$ cat src/rtl/ex_alu_unit.sv
// Execute-stage ALU with a registered valid/ready output stage toward EX/MEM.
// Define ALU_MUL_EN to build the iterative shift-add multiplier for code 8.
module ex_alu_unit #(
    parameter int WIDTH = 16,
    parameter int TAGW  = 4
) (
    input  logic             clk,
    input  logic             rst,
    input  logic             in_valid,
    output logic             in_ready,
    input  logic [3:0]       alu_ctrl,
    input  logic [WIDTH-1:0] op_a,
    input  logic [WIDTH-1:0] op_b,
    input  logic [TAGW-1:0]  tag_in,
    input  logic             flush,
    output logic             out_valid,
    input  logic             out_ready,
    output logic [WIDTH-1:0] result,
    output logic             zero,
    output logic [TAGW-1:0]  tag_out,
    output logic             busy
);

    localparam int SHW = $clog2(WIDTH);

    localparam logic [3:0] OP_ADD = 4'd0;
    localparam logic [3:0] OP_SUB = 4'd1;
    localparam logic [3:0] OP_AND = 4'd2;
    localparam logic [3:0] OP_OR  = 4'd3;
    localparam logic [3:0] OP_XOR = 4'd4;
    localparam logic [3:0] OP_SLL = 4'd5;
    localparam logic [3:0] OP_SRL = 4'd6;
    localparam logic [3:0] OP_SLT = 4'd7;

    // Illegal codes (and MUL when the multiplier is not built) fall to zero.
    function automatic logic [WIDTH-1:0] alu_single(
        input logic [3:0]       ctrl,
        input logic [WIDTH-1:0] a,
        input logic [WIDTH-1:0] b
    );
        logic [SHW-1:0] sh;
        sh = b[SHW-1:0];
        case (ctrl)
            OP_ADD:  alu_single = a + b;
            OP_SUB:  alu_single = a - b;
            OP_AND:  alu_single = a & b;
            OP_OR:   alu_single = a | b;
            OP_XOR:  alu_single = a ^ b;
            OP_SLL:  alu_single = a << sh;
            OP_SRL:  alu_single = a >> sh;
            OP_SLT:  alu_single = ($signed(a) < $signed(b)) ?
                                  {{(WIDTH-1){1'b0}}, 1'b1} : {WIDTH{1'b0}};
            default: alu_single = {WIDTH{1'b0}};
        endcase
    endfunction

    logic             out_valid_q, out_valid_d;
    logic [WIDTH-1:0] result_q, result_d;
    logic             zero_q, zero_d;
    logic [TAGW-1:0]  tag_q, tag_d;

    logic             out_free_s;
    logic             accept_s;
    logic             single_load_s;
    logic             mul_load_s;
    logic [WIDTH-1:0] mul_res_s;
    logic [TAGW-1:0]  mul_tag_s;
    logic [WIDTH-1:0] single_res_s;

    assign out_free_s   = !out_valid_q || out_ready;
    assign accept_s     = in_valid && in_ready;
    assign single_res_s = alu_single(alu_ctrl, op_a, op_b);

`ifdef ALU_MUL_EN
    localparam logic [3:0] OP_MUL = 4'd8;

    localparam logic [1:0] S_IDLE = 2'd0;
    localparam logic [1:0] S_MUL  = 2'd1;
    localparam logic [1:0] S_DONE = 2'd2;

    logic [1:0]       state_q, state_d;
    logic [SHW-1:0]   cnt_q, cnt_d;
    logic [WIDTH-1:0] mcand_q, mcand_d;
    logic [WIDTH-1:0] mplier_q, mplier_d;
    logic [WIDTH-1:0] prod_q, prod_d;
    logic [TAGW-1:0]  mtag_q, mtag_d;

    assign in_ready      = (state_q == S_IDLE) && out_free_s && !flush;
    assign busy          = (state_q != S_IDLE);
    assign single_load_s = accept_s && (alu_ctrl != OP_MUL);
    assign mul_load_s    = (state_q == S_DONE) && out_free_s && !flush;
    assign mul_res_s     = prod_q;
    assign mul_tag_s     = mtag_q;

    // Multiply FSM: one multiplier bit per cycle, only the low WIDTH product bits are kept.
    always_comb begin
        state_d  = state_q;
        cnt_d    = cnt_q;
        mcand_d  = mcand_q;
        mplier_d = mplier_q;
        prod_d   = prod_q;
        mtag_d   = mtag_q;
        if (flush) begin
            state_d = S_IDLE;
        end else begin
            case (state_q)
                S_IDLE: begin
                    if (accept_s && (alu_ctrl == OP_MUL)) begin
                        state_d  = S_MUL;
                        cnt_d    = SHW'(WIDTH - 1);
                        mcand_d  = op_a;
                        mplier_d = op_b;
                        prod_d   = {WIDTH{1'b0}};
                        mtag_d   = tag_in;
                    end else begin
                        state_d = S_IDLE;
                    end
                end
                S_MUL: begin
                    if (mplier_q[0]) begin
                        prod_d = prod_q + mcand_q;
                    end else begin
                        prod_d = prod_q;
                    end
                    mcand_d  = mcand_q << 1;
                    mplier_d = mplier_q >> 1;
                    if (cnt_q == {SHW{1'b0}}) begin
                        state_d = S_DONE;
                    end else begin
                        cnt_d   = cnt_q - {{(SHW-1){1'b0}}, 1'b1};
                        state_d = S_MUL;
                    end
                end
                S_DONE: begin
                    if (out_free_s) begin
                        state_d = S_IDLE;
                    end else begin
                        state_d = S_DONE;
                    end
                end
                default: state_d = S_IDLE;
            endcase
        end
    end

    // Multiplier state registers.
    always_ff @(posedge clk or posedge rst) begin
        if (rst) begin
            state_q  <= S_IDLE;
            cnt_q    <= {SHW{1'b0}};
            mcand_q  <= {WIDTH{1'b0}};
            mplier_q <= {WIDTH{1'b0}};
            prod_q   <= {WIDTH{1'b0}};
            mtag_q   <= {TAGW{1'b0}};
        end else begin
            state_q  <= state_d;
            cnt_q    <= cnt_d;
            mcand_q  <= mcand_d;
            mplier_q <= mplier_d;
            prod_q   <= prod_d;
            mtag_q   <= mtag_d;
        end
    end
`else
    assign in_ready      = out_free_s && !flush;
    assign busy          = 1'b0;
    assign single_load_s = accept_s;
    assign mul_load_s    = 1'b0;
    assign mul_res_s     = {WIDTH{1'b0}};
    assign mul_tag_s     = {TAGW{1'b0}};
`endif

    // Output stage: flush wins, then a new load, then drain; otherwise hold.
    always_comb begin
        out_valid_d = out_valid_q;
        result_d    = result_q;
        zero_d      = zero_q;
        tag_d       = tag_q;
        if (flush) begin
            out_valid_d = 1'b0;
        end else if (single_load_s) begin
            out_valid_d = 1'b1;
            result_d    = single_res_s;
            zero_d      = (single_res_s == {WIDTH{1'b0}});
            tag_d       = tag_in;
        end else if (mul_load_s) begin
            out_valid_d = 1'b1;
            result_d    = mul_res_s;
            zero_d      = (mul_res_s == {WIDTH{1'b0}});
            tag_d       = mul_tag_s;
        end else if (out_valid_q && out_ready) begin
            out_valid_d = 1'b0;
        end else begin
            out_valid_d = out_valid_q;
        end
    end

    // EX/MEM boundary registers.
    always_ff @(posedge clk or posedge rst) begin
        if (rst) begin
            out_valid_q <= 1'b0;
            result_q    <= {WIDTH{1'b0}};
            zero_q      <= 1'b1;
            tag_q       <= {TAGW{1'b0}};
        end else begin
            out_valid_q <= out_valid_d;
            result_q    <= result_d;
            zero_q      <= zero_d;
            tag_q       <= tag_d;
        end
    end

    assign out_valid = out_valid_q;
    assign result    = result_q;
    assign zero      = zero_q;
    assign tag_out   = tag_q;

endmodule

$ cat config.mk
export PLATFORM = sky130hd
export DESIGN_NAME = ex_alu_unit
export DESIGN_NICKNAME = d
export VERILOG_FILES = /design/src/rtl/ex_alu_unit.sv
export SDC_FILE = /design/constraint.sdc
export NUM_CORES = 1
export LEC_CHECK = 0
export CAP_MARGIN = 30
export CORE_MARGIN = 5
export CORE_UTILIZATION = 45
export DETAILED_ROUTE_END_ITERATION = 8
export PLACE_DENSITY_LB_ADDON = 0.15
export RECOVER_POWER = 100
export REMOVE_ABC_BUFFERS = 1
export SKIP_CTS_REPAIR_TIMING = 1
export SLEW_MARGIN = 20
export SYNTH_ARGS = -nofsm -noshare
export SYNTH_HDL_FRONTEND = slang
export SYNTH_SLANG_ARGS = --single-unit
$ cat constraint.sdc
create_clock -name clk -period 2.4 [get_ports clk]
set_input_delay 0.72 -clock clk [delete_from_list [all_inputs] [get_ports clk]]
set_output_delay 0.72 -clock clk [all_outputs]
set_load 0.1 [all_outputs]
Cells by drive strength:
The bar under the picture is 20 um long.
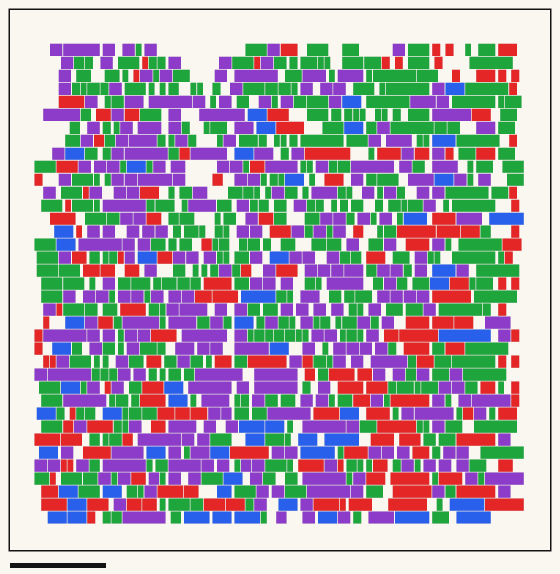
x3 and x4: marked purple, cells 310, share 33%, most used buf_4. x1 and smaller: marked green, cells 419, share 44%, most used nor2_1. x2: marked red, cells 158, share 17%, most used clkbuf_2. x6 and larger: marked blue, cells 55, share 5.8%, most used buf_6.
post-route cell area: 8742 um2
Plain + repair buffers: 345
setup ws final: -1005 ps

Routing congestion map:
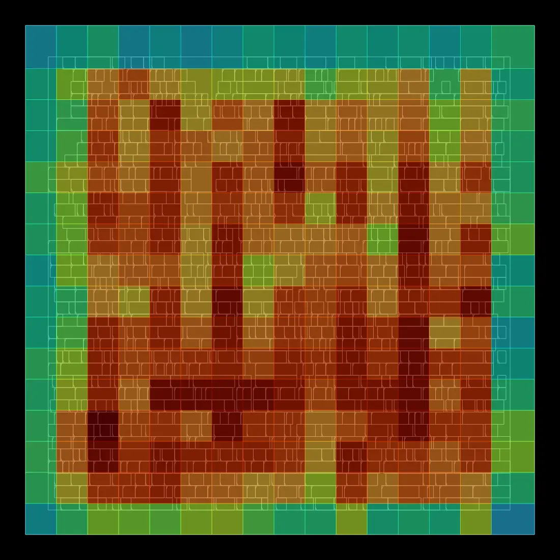
GR Util met1: 42.18%
WL per Instance: 23.25 um

Cell classes on the final placement:
The bar under the picture is 20 um long.
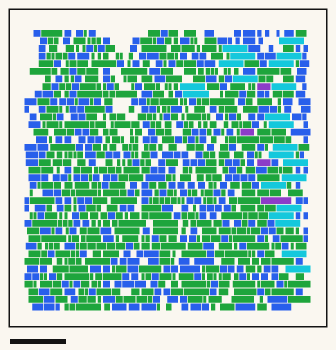
remaining buffers and delay cells: marked blue, cells 345. registers: marked cyan, cells 22. remaining logic cells: marked green, cells 571. clock drivers and dummy loads: marked purple, cells 4.
flop share of the area: 6.312%
Core Rows: 37
Core Region: 10320 um2
final core utilization: 84.68%

==> job_summary.md <==
## Synthesis and layout report

| Metric | Value |
|---|---|
| Top logic family | AND-OR/OR-AND gates |
| Synth area leader | ha_1 |
| Peak Freq | 293.7 MHz |
| Yosys reg bits | 22 |
| Adder Area Share | 14.45% |
| GRT Resource Usage Total | a little under a third |
| Setup tns final | -8018 ps |
| ANT cells | 0 |
| 1st-iter DRT viols | 1066 |
| Yosys aoi share | 27.07% |
| Largest cells by area | ha_1, dfrtp_1, mux2i_1 |
| Core Util at FP | 46.30% |
| Max-slew headroom | a little over two fifths |
| DR vias | 7014 |
| Crit-path slowest cell | o41a_1 |
| Fin crit share | 141.9% |
| Max-slew violation count | 0 |
| Share of cells above drive strength 1 | 55.52% |
| Fin crit period | between 3000 and 4000 ps |
| Largest net degree at the start of global routing | 27 |
| Count of tool warnings | 62 |
| Total Wirelength | 25.06 mm |
| Hold EP | result[2] |
| Global-route wire length before repair | ~32 mm |
| CP Capture Type | flop |
| DPL Wire Length | roughly 17 mm |
| Basic Gates by Area | 20.94% |
| GR Overflow Total | 0 |
| Max-cap check violation count | 0 |
| Hold Path Stages | 1 |
| Final setup fails | 17 |
| Tightest Pin Transition | 838.7 ps |
| Failing checks | setup timing |
| Post-route DRC | 0 |
| # Cells Yosys | 635 |
| Crit-path leading delay family | AND-OR/OR-AND gates |
| Chip Area, Yosys | 4780 um2 |
| Worst-path clk slew | approximately 90 ps |
| Path category of the worst min-delay check | reg -> reg |
| Most used DFF post-synth | dfrtp_1 |
| Hold Fails Final Rpt | 0 |
| Clock skew | 7.674 ps |
| WS Path Type | in -> reg |
| RSZ-0062 raised after global routing | yes |
| Syn Std Cell Area | 4780 um2 |
| Max FO, Critical Path | 3 |
| Leakage Power | ~4 nW |
| Run status | complete, but fails checks |
| Gate Count Post-Synth | 635 |
| Multiplexer share | 17.04% |
| Worst path cell trace | buf_12 > ha_4 > inv_4 > fa_2 > nand3b_1 > a21oi_2 > o41a_1 > or2_4 > a31oi_4 > mux2i_1 > a211o_1 > or3_4 > o41ai_2 |
| Die width | 113.1 um |
| Tot Pwr | 3.425 mW |
| Vias/cell | 6.506 |
| Setup ws final | -1005 ps |
| Reg2reg end | zero |
| Initial antenna violation count | 0 |
| CTS buffer count | 3 |
| Post-route ant nets | 0 |
| PD cells | a little under 400 nW/um2 |
| Syn_area_per_cell | 7.527 um2 |
| Area Growth Syn to Fin | 82.91% |
| GP Congestion | 1.072 |
| HP Start | result[2] |
| Area share, top type | 13.61% |
| Critical Path AT | 3580 ps |
| Vias in the first global route | 6108 |
| Drt pass-1 iters | 5 |
| R2R setup slack | -330 ps |
| Worst setup SP type | input port |
| Die area | 12780 um2 |
| Clock latency on the worst-skew pair | 270 ps |
| VDD IR-drop max | 484.6 uV |
## kinds of logic (layout without fill, tap and decap cells)
group           Yosys count  in the layout
other cells               1              1
buf+inv                  94            401
fa+ha+maj                54             54
compound gates          189            189
xor+xnor                  6              6
mux                      65             65
simple gates            204            204
flops                    22             22
## worst register-to-register path: stages (launching register included)
cell      delay, ps
dfrtp_1         400
nor2b_1         190
nor3b_1         280
buf_4           210
nand3_1          80
a211oi_1        240
nand3_1         130
or2_2           340
nor4_2          260
buf_4           140
nand4b_1        140
o41ai_2         250
## metal layers
metal	GRT usage, %	part of all wire, %
met2	51.11	47
met3	2.888	11
met5	0	0
met4	8.574	5.8
met1	42.18	37
## cells in the final DEF, fill, tap and decap left out, drive strengths merged, types with 6 or more instances in the layout
cell,n
dfrtp,21
clkbuf,30
nor2b,7
mux2i,33
nor2,58
nor4,8
mux2,21
a211oi,16
o21a,6
o21ai,32
ha,52
o22ai,8
buf,291
o211ai,12
a211o,6
clkdlybuf4s50,9
mux4,11
nand3,7
a21o,6
a31oi,13
nor3,24
o221ai,6
inv,52
a21oi,40
dlymetal6s2s,16
nand2,55
## where the power goes
group          total [mW]  switching [mW]  leakage, nW  internal, mW
clock network       0.350           0.127       0.0357         0.223
registers           0.483          0.0425        0.268         0.441
logic                2.59            1.55         3.75          1.04
## state kept, by name, indices dropped and copies added, names as in the netlist
register / flops
tag_out: 4
out_valid: 1
zero: 1
result: 16
## worst max path at each step
stage              start  endpoint  slack, ps  depth (start not counted)
2_1_floorplan  out_valid      zero      -1900                          9
3_3_place_gp     op_a[0]      zero      -1660                         14
3_5_place_dp     op_a[0]      zero      -1710                         14
4_1_cts          op_a[0]      zero      -1460                         14
5_1_grt          op_b[0]      zero      -1070                         13
6_report         op_b[0]      zero      -1000                         13
## cell type report
cell class              count  area (um2)
multi-input cells         519        4846
repair buffers            345        2883
fillers                   590        1582
flip-flops and latches     22       551.8
inverters                  52       220.2
well taps                 136       170.2
clock buffers               3       41.29
clock inverters             1       30.03
## cells in the mapped netlist (all sizes together), types with 5 or more instances
| cell type | instances |
|---|---|
| mux4 | 11 |
| o221ai | 6 |
| clkbuf | 27 |
| o211ai | 12 |
| o21ai | 32 |
| o21bai | 5 |
| and2 | 5 |
| or2 | 5 |
| mux2i | 33 |
| nand2 | 55 |
| mux2 | 21 |
| dfrtp | 21 |
| nor2b | 7 |
| o21a | 6 |
| buf | 15 |
| a21oi | 40 |
| ha | 52 |
| nor3 | 24 |
| inv | 52 |
| a31oi | 13 |
| nand2b | 5 |
| a21o | 6 |
| a211o | 6 |
| a22oi | 5 |
| o22ai | 8 |
| nand3 | 7 |
| a211oi | 16 |
| nor2 | 58 |
| nand4 | 5 |
| nor4 | 8 |
## stage by stage
step	hold WS (ps)	cells	util, %	setup slack, ps	instance area (um2)
after global placement	478.4	1034	69.97	-1660	7223
after floorplan	708.5	593	-	-1897	4603
after detailed placement	494.7	1034	70.03	-1710	7229
final	502.6	1078	84.68	-1005	8742
after global routing	525.2	1078	84.68	-1074	8742
after CTS	511.7	1038	70.72	-1462	7301
Power figures rest on the tool's default switching activity, not on a simulated workload.
